File: config.mk
export PLATFORM = sky130hd
export DESIGN_NAME = pipeline_ctrl
export DESIGN_NICKNAME = d
export VERILOG_FILES = /design/src/rtl/pipeline_ctrl_pkg.sv /design/src/rtl/pipeline_ctrl_src_match.sv /design/src/rtl/pipeline_ctrl.sv
export SDC_FILE = /design/constraint.sdc
export NUM_CORES = 1
export LEC_CHECK = 0
export CAP_MARGIN = 25
export CORE_UTILIZATION = 47
export DETAILED_ROUTE_END_ITERATION = 12
export PLACE_DENSITY = 0.75
export SYNTH_ARGS = -nofsm -noshare
export SYNTH_HDL_FRONTEND = slang
export SYNTH_SLANG_ARGS = --single-unit
File: constraint.sdc
create_clock -name clk -period 2.4 [get_ports clk]
set_clock_uncertainty 0.05 [all_clocks]
set_input_delay 0.36 -clock clk [delete_from_list [all_inputs] [get_ports clk]]
set_output_delay 0.36 -clock clk [all_outputs]
set_load 0.01 [all_outputs]
File: src/rtl/pipeline_ctrl_pkg.sv
// Shared types and constants for the SARM pipeline hazard/forwarding controller.
package pipeline_ctrl_pkg;

  // Register addresses are zero-extended into slots of this width.
  localparam int unsigned DEST_W = 8;

  localparam logic [1:0] FWD_REG = 2'b00;
  localparam logic [1:0] FWD_MEM = 2'b01;
  localparam logic [1:0] FWD_WB  = 2'b10;

  typedef struct packed {
    logic              valid;
    logic              wb_en;
    logic              mem_r_en;
    logic              mem_w_en;
    logic [DEST_W-1:0] dest;
  } slot_t;

  typedef struct packed {
    slot_t             s;
    logic [DEST_W-1:0] src1;
    logic [DEST_W-1:0] src2;
    logic              two_src;
  } ex_slot_t;

  localparam slot_t    BUBBLE    = '0;
  localparam ex_slot_t EX_BUBBLE = '0;

  // A load in MEM has no result yet, so it falls through to the WB check.
  function automatic logic [1:0] fwd_pick(input logic fwd_en, input logic hit_mem,
                                          input logic mem_is_load, input logic hit_wb);
    if (!fwd_en)                   return FWD_REG;
    if (hit_mem && !mem_is_load)   return FWD_MEM;
    if (hit_wb)                    return FWD_WB;
    return FWD_REG;
  endfunction

endpackage

File: src/rtl/pipeline_ctrl_src_match.sv
// Compares one source register against one scoreboard slot's pending write.
module src_match
  import pipeline_ctrl_pkg::*;
(
  input  slot_t             i_slot,
  input  logic [DEST_W-1:0] i_src,
  output logic              o_match
);

  logic w_unused_bits;

  assign o_match       = i_slot.valid & i_slot.wb_en & (i_slot.dest == i_src);
  assign w_unused_bits = i_slot.mem_r_en ^ i_slot.mem_w_en;

endmodule

File: src/rtl/pipeline_ctrl.sv
// Hazard, forwarding, flush and memory-freeze controller with EX/MEM/WB shadow scoreboard.
module pipeline_ctrl
  import pipeline_ctrl_pkg::*;
#(
  parameter int unsigned REG_ADDR_W = 4,
  parameter int unsigned CNT_W      = 16
) (
  input  logic                  clk,
  input  logic                  rst,
  input  logic                  i_fwd_en,
  input  logic                  i_id_valid,
  input  logic [REG_ADDR_W-1:0] i_id_src1,
  input  logic [REG_ADDR_W-1:0] i_id_src2,
  input  logic                  i_id_two_src,
  input  logic                  i_id_wb_en,
  input  logic                  i_id_mem_r_en,
  input  logic                  i_id_mem_w_en,
  input  logic [REG_ADDR_W-1:0] i_id_dest,
  input  logic                  i_exe_branch_taken,
  input  logic                  i_mem_ready,
  output logic                  o_freeze_front,
  output logic                  o_flush_if,
  output logic                  o_bubble_ex,
  output logic                  o_freeze_all,
  output logic [1:0]            o_sel_src1,
  output logic [1:0]            o_sel_src2,
  output logic [CNT_W-1:0]      o_hazard_cnt,
  output logic [CNT_W-1:0]      o_mem_wait_cnt,
  output logic [CNT_W-1:0]      o_flush_cnt
);

  ex_slot_t r_ex;
  slot_t    r_mem;
  slot_t    r_wb;

  logic [CNT_W-1:0] r_hazard_cnt;
  logic [CNT_W-1:0] r_mem_wait_cnt;
  logic [CNT_W-1:0] r_flush_cnt;

  logic [DEST_W-1:0] w_id_src1;
  logic [DEST_W-1:0] w_id_src2;
  logic w_id1_ex, w_id1_mem, w_id2_ex, w_id2_mem;
  logic w_ex1_mem, w_ex1_wb, w_ex2_mem, w_ex2_wb;
  logic w_id_hit_ex, w_id_hit_mem;
  logic w_hazard;
  logic w_mem_busy;
  ex_slot_t w_ex_next;

  assign w_id_src1 = DEST_W'(i_id_src1);
  assign w_id_src2 = DEST_W'(i_id_src2);

  src_match u_id1_ex  (.i_slot(r_ex.s), .i_src(w_id_src1), .o_match(w_id1_ex));
  src_match u_id1_mem (.i_slot(r_mem),  .i_src(w_id_src1), .o_match(w_id1_mem));
  src_match u_id2_ex  (.i_slot(r_ex.s), .i_src(w_id_src2), .o_match(w_id2_ex));
  src_match u_id2_mem (.i_slot(r_mem),  .i_src(w_id_src2), .o_match(w_id2_mem));
  src_match u_ex1_mem (.i_slot(r_mem),  .i_src(r_ex.src1), .o_match(w_ex1_mem));
  src_match u_ex1_wb  (.i_slot(r_wb),   .i_src(r_ex.src1), .o_match(w_ex1_wb));
  src_match u_ex2_mem (.i_slot(r_mem),  .i_src(r_ex.src2), .o_match(w_ex2_mem));
  src_match u_ex2_wb  (.i_slot(r_wb),   .i_src(r_ex.src2), .o_match(w_ex2_wb));

  assign w_id_hit_ex  = w_id1_ex  | (i_id_two_src & w_id2_ex);
  assign w_id_hit_mem = w_id1_mem | (i_id_two_src & w_id2_mem);

  // With forwarding only a load in EX cannot be bypassed in time.
  assign w_hazard = i_id_valid & (i_fwd_en ? (w_id_hit_ex & r_ex.s.mem_r_en)
                                           : (w_id_hit_ex | w_id_hit_mem));

  assign w_mem_busy = r_mem.valid & (r_mem.mem_r_en | r_mem.mem_w_en) & ~i_mem_ready;

  assign o_freeze_all   = w_mem_busy;
  assign o_flush_if     = i_exe_branch_taken & ~w_mem_busy;
  assign o_freeze_front = w_hazard & ~i_exe_branch_taken & ~w_mem_busy;
  assign o_bubble_ex    = (w_hazard | i_exe_branch_taken) & ~w_mem_busy;

  assign o_sel_src1 = fwd_pick(i_fwd_en, w_ex1_mem, r_mem.mem_r_en, w_ex1_wb);
  assign o_sel_src2 = r_ex.two_src ? fwd_pick(i_fwd_en, w_ex2_mem, r_mem.mem_r_en, w_ex2_wb)
                                   : FWD_REG;

  always_comb begin
    w_ex_next = EX_BUBBLE;
    if (!o_bubble_ex && i_id_valid) begin
      w_ex_next.s.valid    = 1'b1;
      w_ex_next.s.wb_en    = i_id_wb_en;
      w_ex_next.s.mem_r_en = i_id_mem_r_en;
      w_ex_next.s.mem_w_en = i_id_mem_w_en;
      w_ex_next.s.dest     = DEST_W'(i_id_dest);
      w_ex_next.src1       = w_id_src1;
      w_ex_next.src2       = w_id_src2;
      w_ex_next.two_src    = i_id_two_src;
    end
  end

  always_ff @(posedge clk or posedge rst) begin
    if (rst) begin
      r_ex  <= EX_BUBBLE;
      r_mem <= BUBBLE;
      r_wb  <= BUBBLE;
    end else if (!w_mem_busy) begin
      r_wb  <= r_mem;
      r_mem <= r_ex.s;
      r_ex  <= w_ex_next;
    end
  end

  always_ff @(posedge clk or posedge rst) begin
    if (rst) begin
      r_hazard_cnt   <= '0;
      r_mem_wait_cnt <= '0;
      r_flush_cnt    <= '0;
    end else begin
      if (o_freeze_front && r_hazard_cnt != '1)
        r_hazard_cnt <= r_hazard_cnt + CNT_W'(1);
      if (o_freeze_all && r_mem_wait_cnt != '1)
        r_mem_wait_cnt <= r_mem_wait_cnt + CNT_W'(1);
      if (o_flush_if && r_flush_cnt != '1)
        r_flush_cnt <= r_flush_cnt + CNT_W'(1);
    end
  end

  assign o_hazard_cnt   = r_hazard_cnt;
  assign o_mem_wait_cnt = r_mem_wait_cnt;
  assign o_flush_cnt    = r_flush_cnt;

endmodule

**Gate-type map**

The bar under the picture is 20 um long.
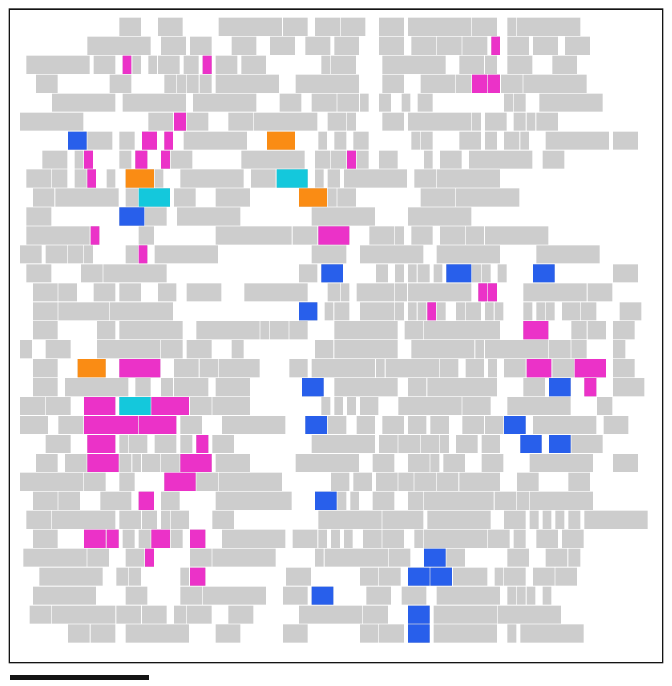
- mux cells: orange (cells 4; most used mux2_2)
- non-inverting ao/oa cells: blue (cells 19; most used a22o_1)
- fa/ha/maj cells: cyan (cells 3; most used ha_1)
- nor cells: magenta (cells 40; most used nor2_1; where widely spread)
most numerous logic cell after layout: dfrtp_1
combinational share of cell area: 35.9%

**Signal wires on met3**

The bar under the picture is 20 um long.
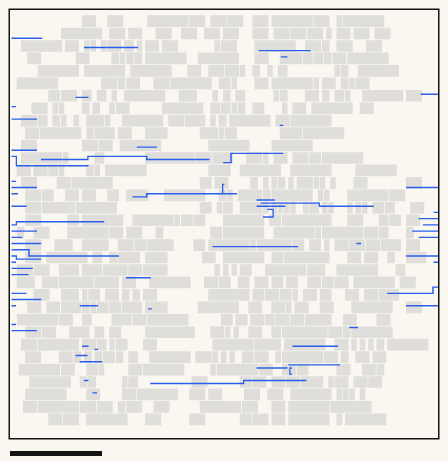
- longest straight run: 20.2 um
- wire length on this layer: 441 um
final WL: 8930 um
met3 Use GR: 5.69%
Vias: 3096

**Metal 1**

The bar under the picture is 20 um long. Supply wires on this layer in grey.
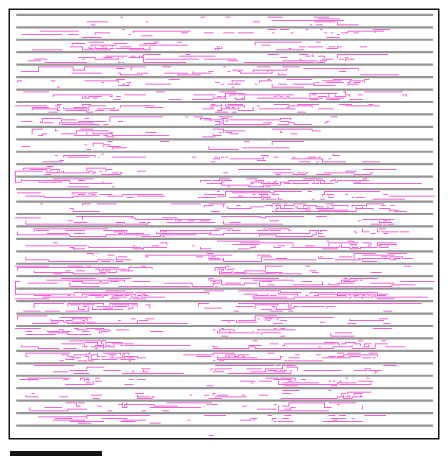
- wire length on this layer: 3920 um
- nets with wire on the layer: 440
- longest straight run: 29.0 um
- main direction: horizontal
grt met1 use: 27.1%

**A small window of the routed layout**

The bar under the picture is 10 um long. Region (50, 3) to (90, 43) um. Cells in grey, sequential cells in the stronger grey; small squares are vias.
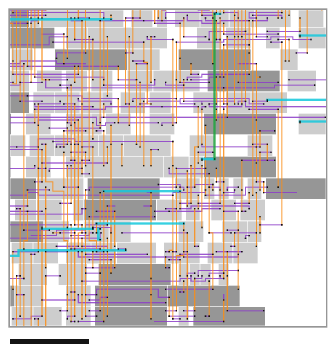
- M3: cyan
- M2: orange
- M1: purple
- M4: green
- netlist names of flops here include: r_ex (9), r_wb (3), r_mem (2)
- most frequent: xnor2_1 (21), buf_4 (15), dfrtp_1 (14)
- cells with their middle in the window: 109
- sequential cells in the window: 14

**Congestion heat map**

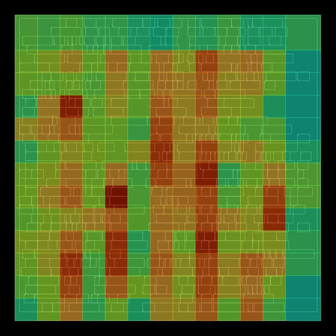
wire per inst: 15.0 um
grt met2 use: 36.7%
busiest grt layer: met2
Util after Layout: 66.1%
GRT Overall Usage: 21.8%

==> results.sh <==
# flow metrics
export IMPL_whs_path_depth=2
export IMPL_logic_family="simple AND/OR/NAND/NOR gates"
export IMPL_placed_cell_area_mm2=0.00504
export IMPL_cp_required_ns=1.99
export IMPL_worst_pin_slew_ns=0.523
export IMPL_setup_viol=1
export IMPL_path_max_fanout=2
export IMPL_synth_top_area_share_pct=50.2
export IMPL_cts_tree="done"
export IMPL_postSynthSeqShare_pct=50.2
export IMPL_hold_violations=0
export IMPL_outcome="finished, violations left"
export IMPL_crit_path_start="r_mem[2]"
export IMPL_maxPowerGroup="sequential cells"
export IMPL_switching_share_pct=27.0
export IMPL_cts_buffer_depth=2
export IMPL_endpoint_kind="primary output"
export IMPL_period_needed_ns=2.44
export IMPL_wl_met1_um=3920
export IMPL_failed_checks="negative setup slack"
export IMPL_worst_path_largest_cell_delay_ns=0.44
export IMPL_die_w_um=93.5
export IMPL_slowest_stage="o41ai_4"
export IMPL_worst_slack_ns=-0.0370
export IMPL_drcViolationCount=0
export IMPL_mux_area_share_pct=1.14
[cell families after synthesis]
| group | Yosys count |
|---|---|
| AND/OR/NAND/NOR | 157 |
| flip-flops | 79 |
| XOR/XNOR | 74 |
| AND-OR/OR-AND | 32 |
| buffers and inverters | 20 |
| multiplexers | 4 |
| adder cells (fa/ha/maj) | 3 |
[layout make-up]
class	count	area, um2	share of cell area [%]
Sequential cell	79	1980	36.6
Multi-Input combinational cell	270	1940	35.9
Clock buffer	11	131	2.43
Timing Repair Buffer	117	1090	20.1
Inverter	7	30.0	0.556
Tap cell	105	131	2.43
Clock inverter	5	106	1.97
[what timing repair did]
item,CTS,global route
hold endpoints to repair,0,0
pin swaps,8,4
hold buffers,0,0
gates resized,23,12
endpoints found under the setup margin,6,9
gates cloned,0,0
buffers inserted,5,1
